==> run_1/placed.png <==
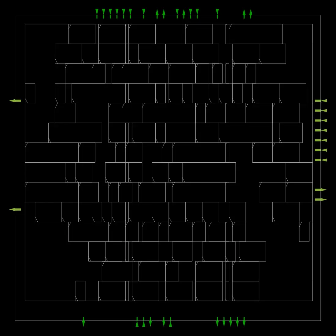
==> run_1/port_trees.png <==
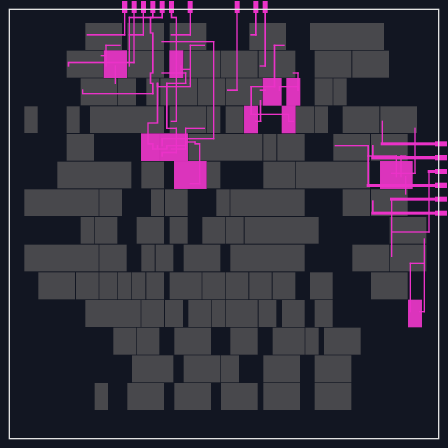
==> run_1/m3.png <==
Scale bar: 10 um.
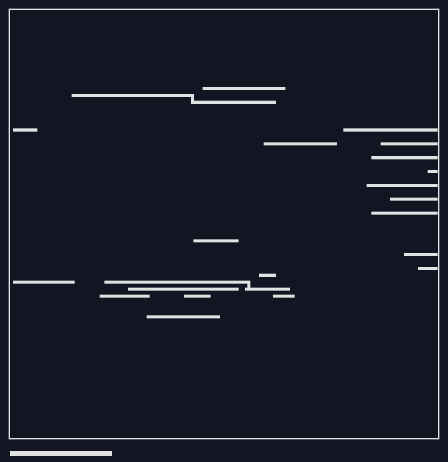
===== config.mk =====
export PLATFORM = sky130hd
export DESIGN_NAME = fetch_seq
export DESIGN_NICKNAME = d
export VERILOG_FILES = /design/src/rtl/fetch_seq.sv
export SDC_FILE = /design/constraint.sdc
export NUM_CORES = 1
export LEC_CHECK = 0
export CORE_UTILIZATION = 39
export DETAILED_ROUTE_END_ITERATION = 7
export GPL_ROUTABILITY_DRIVEN = 0
export PLACE_DENSITY = 0.8
export SLEW_MARGIN = 25
export SYNTH_ARGS = -nofsm -noshare
export SYNTH_HDL_FRONTEND = slang
export SYNTH_SLANG_ARGS = --single-unit

===== constraint.sdc =====
create_clock -name CLK -period 4 [get_ports CLK]
set_input_delay 0.6 -clock CLK [delete_from_list [all_inputs] [get_ports CLK]]
set_output_delay 0.6 -clock CLK [all_outputs]
set_load 0.005 [all_outputs]

===== src/rtl/fetch_seq.sv =====
// fetch_seq: fetch/decode sequencer; T0-T1-T2[-T3]-EXEC with memRDY-stalled reads, execGO on EXEC entry.
// Stalls indefinitely on memRDY/execDONE; FETCH_TIMEOUT_EN adds a memRDY watchdog that parks in FAULT.
module fetch_seq #(
   parameter int AW      = 12,
   parameter int TIMEOUT = 15
) (
   input  logic        CLK,
   input  logic        RST,
   input  logic        start,
   input  logic [15:0] IR,
   input  logic        memRDY,
   input  logic        execDONE,
   output logic        irLD,
   output logic        irINR,
   output logic        irCLR,
   output logic        pcINR,
   output logic        pcCLR,
   output logic        arLD,
   output logic [1:0]  arSRC,
   output logic        memRD,
   output logic        execGO,
   output logic [2:0]  opcode,
   output logic        indir,
   output logic        busy,
   output logic        halted,
   output logic        fault
);

   typedef enum logic [3:0] {
      IDLE, CLEAR, T0, T1, T2, T3, EXEC, HALT, FAULT
   } state_t;

   localparam logic [15:0] HALT_INSN = 16'h7001;

   state_t     state, state_nx;
   logic       exec_first;
   logic       wait_expired;
   logic       in_read;
   logic [2:0] ir_op;
   logic       halt_ir;

   assign in_read = (state == T1) || (state == T3);
   assign ir_op   = IR[AW +: 3];
   assign halt_ir = (IR == HALT_INSN);

`ifdef FETCH_TIMEOUT_EN
   localparam logic FAULT_EN = 1'b1;
   logic [3:0] wait_cnt;

   // Fires on the TIMEOUT-th consecutive low memRDY cycle; a ready in that cycle still wins.
   assign wait_expired = in_read && !memRDY && (wait_cnt == 4'(TIMEOUT - 1));

   always_ff @(posedge CLK) begin
      if (RST) begin
         wait_cnt <= 4'd0;
      end else if (state_nx != state) begin
         wait_cnt <= 4'd0;
      end else if (in_read && !memRDY) begin
         wait_cnt <= wait_cnt + 4'd1;
      end
   end
`else
   localparam logic FAULT_EN = 1'b0;
   logic [3:0] timeout_unused;

   assign timeout_unused = 4'(TIMEOUT);
   assign wait_expired   = 1'b0;
`endif

   always_ff @(posedge CLK) begin
      if (RST) begin
         state      <= IDLE;
         exec_first <= 1'b0;
         opcode     <= 3'd0;
         indir      <= 1'b0;
      end else begin
         state      <= state_nx;
         exec_first <= (state_nx == EXEC) && (state != EXEC);
         if (state == T2) begin
            opcode <= ir_op;
            indir  <= IR[15];
         end
      end
   end

   always_comb begin
      state_nx = state;
      irLD     = 1'b0;
      irINR    = 1'b0;
      irCLR    = 1'b0;
      pcINR    = 1'b0;
      pcCLR    = 1'b0;
      arLD     = 1'b0;
      arSRC    = 2'd0;
      memRD    = 1'b0;
      execGO   = 1'b0;
      halted   = 1'b0;
      fault    = 1'b0;

      case (state)
         IDLE: begin
            if (start) state_nx = CLEAR;
         end
         CLEAR: begin
            pcCLR    = 1'b1;
            irCLR    = 1'b1;
            state_nx = T0;
         end
         T0: begin
            arLD     = 1'b1;
            arSRC    = 2'd0;
            state_nx = T1;
         end
         T1: begin
            memRD = 1'b1;
            if (memRDY) begin
               irLD     = 1'b1;
               pcINR    = 1'b1;
               state_nx = T2;
            end else if (wait_expired) begin
               state_nx = FAULT;
            end
         end
         T2: begin
            if (halt_ir) begin
               state_nx = HALT;
            end else begin
               arLD  = 1'b1;
               arSRC = 2'd1;
               // Opcode 7 uses the operand field as an immediate, never as a pointer.
               if (IR[15] && (ir_op != 3'b111)) state_nx = T3;
               else                            state_nx = EXEC;
            end
         end
         T3: begin
            memRD = 1'b1;
            if (memRDY) begin
               arLD     = 1'b1;
               arSRC    = 2'd2;
               state_nx = EXEC;
            end else if (wait_expired) begin
               state_nx = FAULT;
            end
         end
         EXEC: begin
            execGO = exec_first;
            if (execDONE) state_nx = T0;
         end
         HALT: begin
            halted = 1'b1;
         end
         FAULT: begin
            fault = FAULT_EN;
         end
         default: begin
            state_nx = IDLE;
         end
      endcase
   end

   assign busy = (state != IDLE) && (state != HALT) && (state != FAULT);

endmodule


==> run summary, run 1 <==
The synthesis and PnR run went through. Per the cell usage report, the commonest logic cell in the layout is sky130_fd_sc_hd__clkdlybuf4s50_1. Die span in y landed at 42.1 um. Buffers inserted during post-CTS setup optimization landed at 0. The final critical path takes up 82.1% of the cycle. Fraction of the yosys area taken by sequential cells landed at 28.8%. Register clock-pin slew on the reported worst setup and hold paths landed at 0.05 ns. The timing report shows the most common cell along the critical path to be sky130_fd_sc_hd__clkdlybuf4s50_1. Required time of the worst setup path landed at 3.40 ns. According to the floorplan log, the row count is 14. The tightest min-delay check is of the register to register type.

For reference, the critical path cell chain is clkdlybuf4s50_1 -> or4_1 -> or3_1 -> nor3_1 -> o41ai_1 -> clkdlybuf4s50_1. The critical path in this run is classified as input pin to primary output. sky130_fd_sc_hd__dfxtp_1 takes more of the synthesized area than any other cell.

The run reported a max-capacitance violation count of 0. For this design, Yosys synthesis ends with a cell count of 84. The post-synth count of flops with an enable pin is 0. Initial standard-cell utilization of the core landed at 41.5%.

Count of buffer and inverter cells on the critical path landed at 2. The Yosys step of the flow raised 0 warnings. Sorting the synthesized cells by how often they occur yields sky130_fd_sc_hd__nand2_1, sky130_fd_sc_hd__dfxtp_1, sky130_fd_sc_hd__a21oi_1, sky130_fd_sc_hd__nor2_1, sky130_fd_sc_hd__nor2b_1.

Entering global routing, the biggest net connects 16 pins. Mean number of vias per cell landed at 5.54. Number of H-tree levels landed at 1. In this run the tools logged warnings totalling 26. Total negative slack for setup checks landed at 0 ns. Per the detail_route report, routed wire per instance is 12.4 um. Power density of the placed cells landed at 235 mW/mm^2. Achievable clock frequency landed at 0.304 GHz. The clock arrives with 0.00803 ns of skew. 0 antenna diodes ended up in the layout. After clock tree synthesis, the flow added hold-fix buffers numbering 0. Endpoints failing hold in the final report were tallied at 0. Per the log, the first TritonRoute iteration ended with a DRC count of 42. The cell-mix breakdown from Yosys lists the compound-gate area share as 16.6%. Arithmetic-cell share of the synthesized area counting full adders, half adders and majority gates landed at 0%. The initial antenna violation count is 0. In this run the horizontal extent of the chip is 42.1 um. Number of global-route vias before repair landed at 602. Per the layout report, the design carries 123 filler cells.

The layout summary lists the proportion of cells stronger than drive strength 1 as 5.17%. Post-synthesis mux area share landed at 0%. The run finished with clean final reports. The last timing report of the flow puts the setup violation total at 0.

STA lists the maximum fanout along the critical path as 4. Area growth from synthesis to final layout landed at 57.2%. According to the floorplan report, the total die area is 0.00177 mm^2.

The first global-routing pass estimated 2.44 mm of wire. Global routing used 17.6% of the available tracks. Latest clock arrival within the worst-skew pair landed at 0.26 ns.

Setup repair after global routing left no endpoint under its margin. For the pin with the worst max-slew slack, the measured transition is 0.819 ns. Post-synthesis simple-gate area fraction landed at 43.4%. The number of gates resized after CTS was 0. The timing report attributes the biggest portion of critical-path delay to simple AND/OR/NAND/NOR gates. According to the finish report, the design has a final net count of 138. For this run the detailed placement stage logged an HPWL of 1.27 mm. In the synthesized netlist the dominant register cell turns out to be sky130_fd_sc_hd__dfxtp_1. Number of pins exceeding their max-slew limit in the final report landed at 0. After layout, the minimum clock period comes to 3.29 ns. Flip-flop and latch count after synthesis landed at 9. The library cells used most frequently in the layout, excluding fill and tap cells, are sky130_fd_sc_hd__clkdlybuf4s50_1, sky130_fd_sc_hd__nand2_1, sky130_fd_sc_hd__dfxtp_1.

In this run the VDD rail shows a maximum IR drop of 0.000208 V. According to the CTS report, the clock sink count is 9. The most common cell in the synthesized netlist is sky130_fd_sc_hd__nand2_1. Setup slack after placement landed at 0.759 ns.

In this run the remaining antenna-violating nets after routing total 0. The critical path's slowest stage uses the library cell sky130_fd_sc_hd__or4_1. Number of unique standard cell types used by synthesis landed at 29. TritonCTS built the clock tree. The main area contributors are sky130_fd_sc_hd__dfxtp_1, sky130_fd_sc_hd__nand2_1, sky130_fd_sc_hd__nor2b_1. In the routed design, unresolved DRC markers number 0.

Static leakage landed at 0.000338 uW. Number of buffers added by the clock tree synthesis step landed at 3. Multi-input gate area in the final layout landed at 392 um^2. Total congestion overflow after global routing landed at 0. Fraction of the core area covered by cells at the end of the flow landed at 65.3%. Stage delay of the slowest cell on the critical path landed at 0.53 ns. The cell sitting at the root of the clock tree is a sky130_fd_sc_hd__clkbuf_4.

Before any placement, the netlist area is recorded as 626 um^2. According to the report, the first pass of detailed routing completed in 4 iterations. Arrival time reported for the critical path endpoint landed at 2.69 ns.

Chip area estimate from yosys synthesis landed at 626 um^2. STA classifies the critical path startpoint as an input pin. Post-layout worst setup margin landed at 0.715 ns. Summing the areas of all xor and xnor instances in the mapped netlist gives 1.40% of the synthesized area. Yosys shows that the main logic family after synthesis is simple AND/OR/NAND/NOR gates.

Number of instances in the synthesized netlist landed at 84. Number of buffers on the longest clock path landed at 2. Post-synthesis area per instance landed at 7.45 um^2. Worst max-slew margin expressed relative to the limit landed at 44.6%. The worst setup path is captured at a primary output.

Per the synth stats, the proportion of register bits with asynchronous set or reset is 0%. Area occupied by registers landed at 180 um^2. Area share of the leading cell type in the synthesized netlist landed at 28.8%.
## Picture notes: placed.png
num tapcells: 16
Finished Layout Cells: 132
Floorplan Core Area: 0.00151 mm^2
Seq area share: 18.3%
num sequential: 9

## Picture notes: port_trees.png
colour	port	direction	end cells	buffers	wire
magenta	`IR`	input	11	16	261 um
IO buf count: 35
# IOs: 38

## Picture notes: m3.png
nets with wire on the layer	21
longest straight run	14.0 um
via total after detailed routing: 731
Routed WL: 1.64 mm
fraction of met3 tracks used by global routing: 6.90%

==> run 1: worst register-to-register path, cell delays in order (launching register included) <==
cell                       delay (ns)
sky130_fd_sc_hd__dfxtp_1         0.55
sky130_fd_sc_hd__nand2b_1        0.18
sky130_fd_sc_hd__or3_1           0.44
sky130_fd_sc_hd__or3_1           0.43
sky130_fd_sc_hd__nor4b_2         0.17
==> run 1: area by class of cell <==
cell class / count / area share (%)
multi-input combinational: 65 / 39.8
timing repair buffer: 36 / 36.4
sequential: 9 / 18.3
clock buffer: 4 / 2.67
tap: 16 / 2.04
inverter: 2 / 0.763
==> run 1: state kept, by name, summed over array words and instances (netlist names) <==
register / flops
state: 4
indir: 1
exec_first: 1
opcode: 3
==> run 1: stage by stage <==
stage               total power [uW]  instance area, um^2  hold WS, ns  cells
floorplan                        130                  629        0.453     85
global placement                 163                  957        0.446    128
detailed placement               164                  957        0.449    128
CTS                              232                  983        0.456    132
global route                     244                  983        0.491    132
finish                           231                  983        0.452    132
==> run 1: worst paths after layout <==
kind | startpoint | end | slack, ns | cells after the start
max | IR[15] | arLD | 0.71 | 6
min | indir | indir | 0.45 | 2
max reg2reg | state[2] | exec_first | 2.09 | 4
min reg2reg | indir | indir | 0.45 | 2
==> run 1: layer usage <==
layer / GRT usage, % / share of wire (%) / up-vias / wire, um
met2: 29.7 / 50 / 35 / 818
li1: - / - / 355 / -
met3: 6.90 / 8.3 / 0 / 136
met4: 1.88 / 0 / 0 / 0
met5: 0 / 0 / - / 0
met1: 22.2 / 42 / 341 / 684
==> run 1: power by group <==
part	switching [uW]	leakage, uW	internal (uW)
logic	23.7	0.000250	40.0
clock network	30.2	0.0000150	38.4
registers	6.64	0.0000729	92.3
==> run 2: changes to the inputs <==
- CORE_ASPECT_RATIO: default -> 1.4
- CORE_UTILIZATION: 39 -> 32
- PLACE_DENSITY: 0.8 -> 0.69
- clock period: 4 -> 2.7 ns (I/O delays scaled with it)
==> run 2 against run 1 <==
Global-route usage fell by 1.1 points; critical path depth is the same; clock power is 53% higher; critical path type unchanged; critical endpoint unchanged; largest cell class unchanged.
==> run summary, run 2 <==
The synthesis and PnR run went through. Count of inserted antenna diode cells landed at 0. After layout, the worst setup slack is 0.136 ns. The cell type that accounts for the most area after synthesis is sky130_fd_sc_hd__dfxtp_1.

Setup-violating endpoint count in the final report landed at 0. Of all nets on the critical path, the largest fanout is 3. Remaining design rule violation count landed at 0. Clock skew landed at 0.000327 ns. Number of failing hold endpoints at the final stage landed at 0.

The commonest register cell is sky130_fd_sc_hd__dfxtp_1. Number of buffers added by the clock tree synthesis step landed at 3. Number of buffers on the longest clock path landed at 2. The routed design shows a wire length per standard cell of 11.5 um.

The flow reported a cell area power density of 341 mW/mm^2. For this run, the post-layout net count is 140. Counting every instance in the synthesized netlist gives 84. Worst max-slew margin expressed relative to the limit landed at 49.8%.

Setup slack after placement landed at -0.0801 ns. Cts-stage hold buffer count landed at 0. Initial standard-cell utilization of the core landed at 34.7%.

The clock drives 9 sinks. Per the OpenROAD floorplan log, the width of the die is 39.4 um. Count of buffer and inverter cells on the critical path landed at 2. Global-route wire length before repair landed at 2.53 mm. Once synthesis finished, the tally of register bits stood at 9. Across the run, the number of max-cap violations was 0. Placed standard-cell area landed at 977 um^2.

The tree is rooted in a sky130_fd_sc_hd__clkbuf_4. Data arrives at the worst endpoint at 2.16 ns. For this block, the initial DRC count from the detailed router was 19. Number of standard-cell rows in the floorplan landed at 18.

The floorplan step set the die height to 54.3 um. Dividing the detail-routed via count by the number of cells gives 5.22. Global router's overall resource usage landed at 16.5%. Ranked by total cell area, the synthesized netlist is headed by sky130_fd_sc_hd__dfxtp_1, sky130_fd_sc_hd__nand2_1, sky130_fd_sc_hd__nor2b_1. Arithmetic-cell share of the synthesized area counting full adders, half adders and majority gates landed at 0%.

In this run the post-CTS setup repair buffer count came out at 0. The worst setup path is captured at a primary output. The flow reports an fmax of 0.390 GHz. Per STA, the highest per-stage delay on the worst path measures 0.51 ns.

The synthesis run shows the most used standard cells to be sky130_fd_sc_hd__nand2_1, sky130_fd_sc_hd__dfxtp_1, sky130_fd_sc_hd__a21oi_1, sky130_fd_sc_hd__nor2_1, sky130_fd_sc_hd__nor2b_1. In the layout the commonest cells are sky130_fd_sc_hd__clkdlybuf4s50_1, sky130_fd_sc_hd__nand2_1, sky130_fd_sc_hd__dfxtp_1. The critical path's slowest stage uses the library cell sky130_fd_sc_hd__or4_1. Entering global routing, the biggest net connects 16 pins.

After Yosys synthesis, and, or, nand and nor cells account for 43.4% of the synthesized area. Number of nets with antenna violations after routing landed at 0. Number of pins exceeding their max-slew limit in the final report landed at 0.

Note that the worst hold path type here is register to register. The flow ran to the end, and the final reports show no timing, DRC or antenna violations. Register clock-pin slew on the reported worst setup and hold paths landed at 0.06 ns. The register with the most flip-flops in the layout has 4 of them. 38 I/O pins were placed. The top cell type by area accounts for 28.8% of the synthesized area. Dividing the synthesized area by the synthesized cell count gives 7.45 um^2. Detailed-routing iteration count for the pre-antenna-repair pass landed at 4.

Post-synthesis mux area share landed at 0%. The layout summary lists the proportion of cells stronger than drive strength 1 as 8.47%. Latest clock arrival within the worst-skew pair landed at 0.26 ns. The synthesis report gives the async set-or-reset register share as 0%. Summing the areas of all compound-gate instances in the mapped netlist gives 16.6% of the synthesized area. OpenROAD reports that the post-layout worst path occupies 95.0% of the period. Count of input and output buffers landed at 35. The synthesized netlist has a Yosys-reported chip area of 626 um^2. Post-layout minimum cycle time landed at 2.56 ns. Fraction of the yosys area taken by sequential cells landed at 28.8%. Number of standard cells reported by yosys landed at 84.
==> run 2: power by group <==
part           total (uW)  switching (uW)  internal [uW]
registers             146            9.00            137
clock network         105            47.6           57.0
logic                95.4            35.9           59.5
total                 346            92.4            253
==> run 2: through the flow <==
stage	power (uW)	setup TNS (ns)	hold WS, ns	utilization, %	cells
final	346	0	0.463	56.3	138
after floorplan	192	0	0.453	-	85
after CTS	348	0	0.464	55.6	138
after detailed placement	244	-0.0801	0.453	54.2	134
after global placement	243	-0.0484	0.443	54.2	134
after global routing	366	0	0.481	56.3	138
==> run 2: timing repair <==
action                                 4_1_cts  5_1_grt
setup endpoints to repair                    1        2
gates resized                                1        3
endpoints found under the hold margin        0        0
==> run 2: layout make-up <==
| type | instances | area, um^2 |
|---|---|---|
| Multi-Input combinational cell | 65 | 402 |
| Tap cell | 20 | 25.0 |
| Timing Repair Buffer | 38 | 374 |
| Sequential cell | 9 | 180 |
| Fill cell | 186 | 787 |
| Inverter | 2 | 7.51 |
| Clock buffer | 4 | 26.3 |
==> run 2: layer usage <==
layer  part of all wire (%)  global-route usage [%]  vias to the layer above
met1                     40                    18.3                      327
met3                    7.6                    2.85                        0
met2                     52                    30.8                       37
met4                      0                    5.17                        0
met5                      0                       0                        -
li1                       -                       -                      357
==> run 2: logic make-up after synthesis <==
kind of cell / after synthesis
AOI/OAI and AO/OA: 15
buffers and inverters: 11
xor gates and xnor gates: 1
other: 1
DFF: 9
and+or+nand+nor: 47
==> run 2: worst paths after layout <==
check	from	end	slack, ns	cells after the start
setup reg to reg	state[3]	exec_first	0.94	4
hold reg to reg	opcode[1]	opcode[1]	0.46	2
hold / removal	opcode[1]	opcode[1]	0.46	2
setup / recovery	IR[15]	arLD	0.14	6
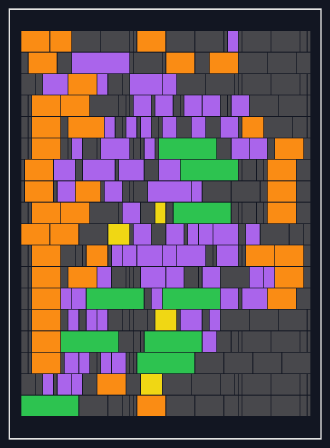
(run_2/class_map.png)
Fill, decap, tap and diode cells in grey.
colour	class	cells	share of their area
yellow	clock drivers and dummy loads	4	2.7%
green	registers	9	18%
orange	remaining buffers and delay cells	38	38%
purple	remaining logic cells	67	41%
Seq area share: 17.8%
Design Area, Final: 0.00101 mm^2
Final Core Density: 56.3%

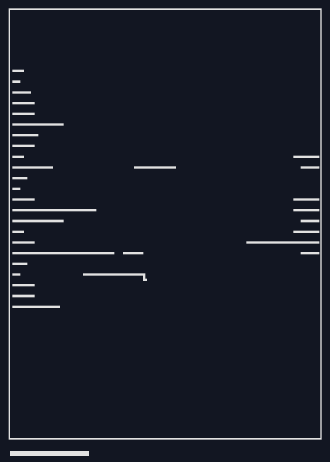
(run_2/m3.png)
Scale bar: 10 um.
share of all routed wire	7.6%
main direction	horizontal
longest straight run	12.6 um
fraction of met3 tracks used by global routing: 2.85%
via total after detailed routing: 721
Routed WL: 1.58 mm

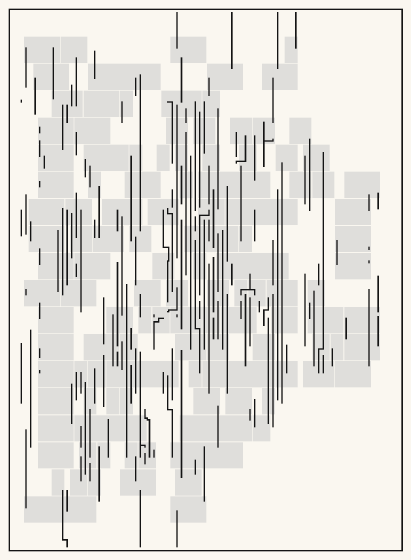
(run_2/m2.png)
Cells faint in the background.
nets with wire on the layer	123
longest straight run	24.1 um
GR Util met2: 30.8%

No activity file was given, so power comes from the tool's default toggle rates.
